Figure 1. Layout detail.
Window x 26 to 66, y 44 to 84 um. Cells in grey, sequential cells in the stronger grey; small squares are vias.
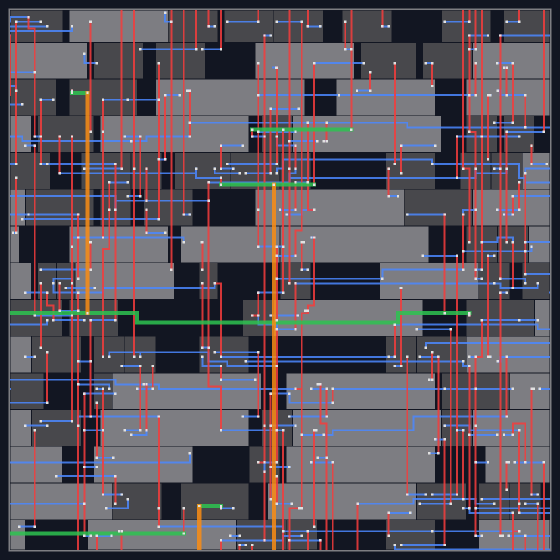
Figure 2. Met2 routing.
Drawn at 3 px/um.
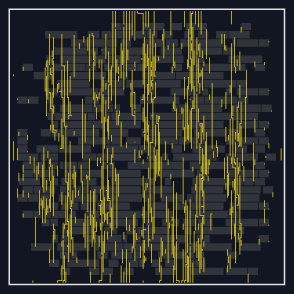
Figure 3. Register map, names as in the netlist.
Drawn at 4 px/um.
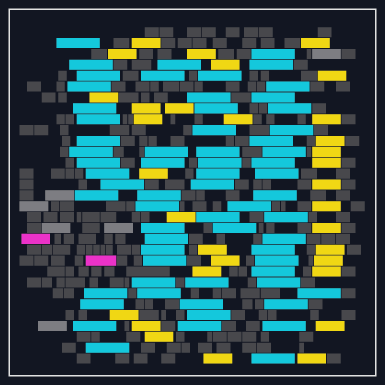
Figure 4. Routing congestion.
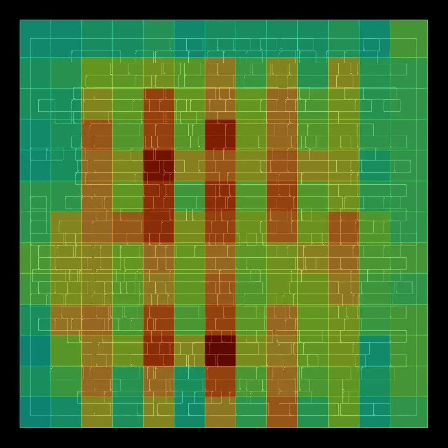
Figure 5. Gate families picked out.
Drawn at 4 px/um.
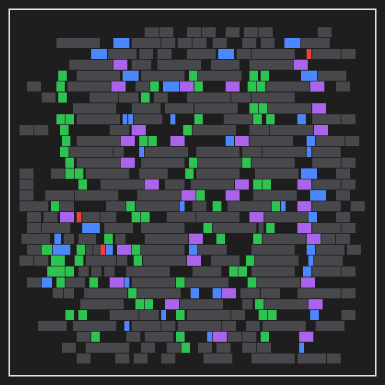
===== src/rtl/systolic_data_setup.sv =====
// Skewed operand feeder for the systolic MAC array: stores an N x N matrix
// and streams row i into lane i delayed by i cycles.
//
// Ports:
//   clk, reset          rising-edge clock, synchronous active-high reset
//   wr_en/wr_row/wr_data  host row write (ignored while running)
//   start               begin one skewed emission of the stored matrix
//   busy                high during the 2N-1 step cycles
//   done                one-cycle pulse after the last step
//   a_out/a_valid       per-lane operand and valid to the array left edge
module systolic_data_setup #(
  parameter int N      = 2,
  parameter int DATA_W = 16,
  localparam int RW    = (N > 1) ? $clog2(N) : 1,
  localparam int CW    = $clog2(2 * N)
) (
  input  logic                  clk,
  input  logic                  reset,
  input  logic                  wr_en,
  input  logic [RW-1:0]         wr_row,
  input  logic [N*DATA_W-1:0]   wr_data,
  input  logic                  start,
  output logic                  busy,
  output logic                  done,
  output logic [N*DATA_W-1:0]   a_out,
  output logic [N-1:0]          a_valid
);

  typedef enum logic [1:0] {
    IDLE,
    RUN,
    DONE
  } state_t;

  state_t              state;
  state_t              state_nx;
  logic [CW-1:0]       cnt;
  logic [CW-1:0]       cnt_nx;
  logic [N*DATA_W-1:0] bank [N];
  logic [N*DATA_W-1:0] step_data;
  logic [N-1:0]        step_vld;
  logic                last;

  assign last = (cnt == CW'(2 * N - 2));

  always_comb begin
    state_nx = state;
    cnt_nx   = cnt;
    unique case (state)
      IDLE, DONE: begin
        if (start) begin
          state_nx = RUN;
          cnt_nx   = '0;
        end else begin
          state_nx = IDLE;
        end
      end
      RUN: begin
        if (last) begin
          state_nx = DONE;
        end else begin
          cnt_nx = cnt + 1'b1;
        end
      end
      default: begin
        state_nx = IDLE;
      end
    endcase
  end

  // Lane i shows column (t - i) of row i once the diagonal reaches it.
  always_comb begin
    step_data = '0;
    step_vld  = '0;
    for (int i = 0; i < N; i++) begin
      int d;
      d = int'(cnt) - i;
      if (d >= 0 && d < N) begin
        step_data[i*DATA_W +: DATA_W] = bank[i][d*DATA_W +: DATA_W];
        step_vld[i] = 1'b1;
      end
    end
  end

  always_ff @(posedge clk) begin
    if (reset) begin
      state   <= IDLE;
      cnt     <= '0;
      busy    <= 1'b0;
      done    <= 1'b0;
      a_out   <= '0;
      a_valid <= '0;
      for (int r = 0; r < N; r++) begin
        bank[r] <= '0;
      end
    end else begin
      state <= state_nx;
      cnt   <= cnt_nx;
      busy  <= (state == RUN);
      done  <= (state == DONE);
      if (state == RUN) begin
        a_out   <= step_data;
        a_valid <= step_vld;
      end else begin
        a_out   <= '0;
        a_valid <= '0;
      end
      // The matrix is frozen while a run is reading it.
      if (wr_en && state != RUN && int'(wr_row) < N) begin
        bank[wr_row] <= wr_data;
      end
    end
  end

endmodule


===== config.mk =====
export PLATFORM = sky130hd
export DESIGN_NAME = systolic_data_setup
export DESIGN_NICKNAME = d
export VERILOG_FILES = /design/src/rtl/systolic_data_setup.sv
export SDC_FILE = /design/constraint.sdc
export NUM_CORES = 1
export LEC_CHECK = 0
export CORE_MARGIN = 2
export CORE_UTILIZATION = 52
export DETAILED_ROUTE_END_ITERATION = 10
export PLACE_DENSITY_LB_ADDON = 0.25
export SLEW_MARGIN = 10
export SYNTH_ARGS = -nofsm -noshare
export SYNTH_HDL_FRONTEND = slang
export SYNTH_SLANG_ARGS = --single-unit

===== constraint.sdc =====
create_clock -name clk -period 2.69 [get_ports clk]
set_clock_uncertainty 0.15 [all_clocks]
set_input_delay 0.269 -clock clk [delete_from_list [all_inputs] [get_ports clk]]
set_output_delay 0.269 -clock clk [all_outputs]
set_load 0.01 [all_outputs]

==> results.ini <==
[pwr]
powerClk_mw=0.972
pwr-share-clk_pct=32.4
p_per_area_nw_per_um2=604
p_total_mw=3.00
comb_power_mw=0.245
internal_power_mw=2.37
p_sw_mw=0.631
maxPowerGroup=sequential cells
swShare_pct=21.0

[grt]
gr-usage-met1_pct=19.8
antenna_found_initial=0
grt_first_pass_wirelength_um=10400
overflow=0
grtUsageTotal_pct=16.5
grt_pass1_vias=2181

[final_layout]
buf_share_pct=15.4
layoutNonFillerInstCount=451
regMostFlops=bank
clk_share_pct=4.18
layout_top_cell=clkdlybuf4s50_1
comb_area_um2=1130
fin_nets=386
buffers=78
final_cell_mix=clkdlybuf4s50_1, and2_1, edfxtp_1
seq_area_um2=2720

[placed_design]
post-place-cells=435
dpl.hpwl_um=4000
place_ws_ps=484
place_congestion=0.788

[detailed_routing]
highest_layer=met4
vias_per_cell=4.76
drc_errors=0
drtAntennaViolNets=0
wl_met3_um=300

[setup_path]
r2r_end=bank[0][31]
cp_cell_sequence=nand2b_4 > and4bb_2 > or2_1 > buf_4
endpoint=bank[0][31]
path_class=reg -> reg
crit_path_start_kind=flip-flop
slowest_stage=dfxtp_1
crit_buf_inv=1
cp_max_fo=32
worstSetupEndpointType=flip-flop
crit_required_ps=2550
critPathLaunch=state[1]

[sta]
hold_violations=0
finalSetupViolCount=0
whs_ps=336
max_freq_mhz=535
worstMarginPinSlew_ps=572
period_minus_slack_ps=1870
fin_setup_tns_ps=0
rsz0062_at_grt=false

[clock_network]
numClockSinks=104
post_cts_resized=0
cts_inserted_buffers=9
clock-root-buffer=clkbuf_8
htreeDepth=3
clk_path_buf_depth=2
postCtsHoldBufs=0
clk_pin_slew_ps=90

[logic_synthesis]
async_flop_share_pct=0
top_cells_by_count=and2_1, edfxtp_1, dfxtp_1, mux2i_1, nor2_1
synthDistinctLibCells=28
fp_nets=311
fa_ha_area_share_pct=0.633
ys.flop_type=edfxtp_1
ys_sh_xor_pct=0
synth_dominant_cell_count=and2_1
avgSynthCellArea_um2=14.5
synth-compound-area-share_pct=0.696
yosys_cells=272
ys_area_um2=3960
synth-seq-cells=104

[hold_path]
hp-class=reg -> reg
worstHoldEndpoint=a_out[27]
min_path_cells=2

[floorplan]
initial_utilization_pct=54.3
die_area_um2=8320
taps=99
rows=31

[job]
max-cap-violations=0

[status]
status=finished, final reports clean

Notes on Figure 1 above:
| colour | layer |
|---|---|
| red | met2 |
| orange | met4 |
| blue | met1 |
| green | met3 |
netlist names of flops here include: `bank` (19), `a_out` (9)
sequential cells in the window: 28
most frequent: and2_1 (22), edfxtp_1 (19), mux2i_1 (13)
cells with their middle in the window: 91

Notes on Figure 2 above:
longest straight run: 39.8 um
nets with wire on the layer: 312
routed via count: 2,148
met2 usage: 27.5%
final WL: 6310 um

Notes on Figure 3 above:
| colour | name in the netlist | flops |
|---|---|---|
| magenta | `cnt` | 2 |
| cyan | `bank` | 64 |
| yellow | `a_out` | 32 |
not coloured: 6
flop share of the area: 54.9%
Layout Utilization: 68.1%

Notes on Figure 4 above:
Avg WL per Cell: 14.0 um
GRT Max-Usage Layer: met2
met3 usage: 4.40%

Notes on Figure 5 above:
| colour | family | cells | most used |
|---|---|---|---|
| red | inverters | 3 | inv_2 |
| blue | NOR gates | 37 | nor2_1 |
| purple | multiplexers | 33 | mux2i_1 |
| green | AND and OR gates | 73 | and2_1 |

No activity file was given, so power comes from the tool's default toggle rates.
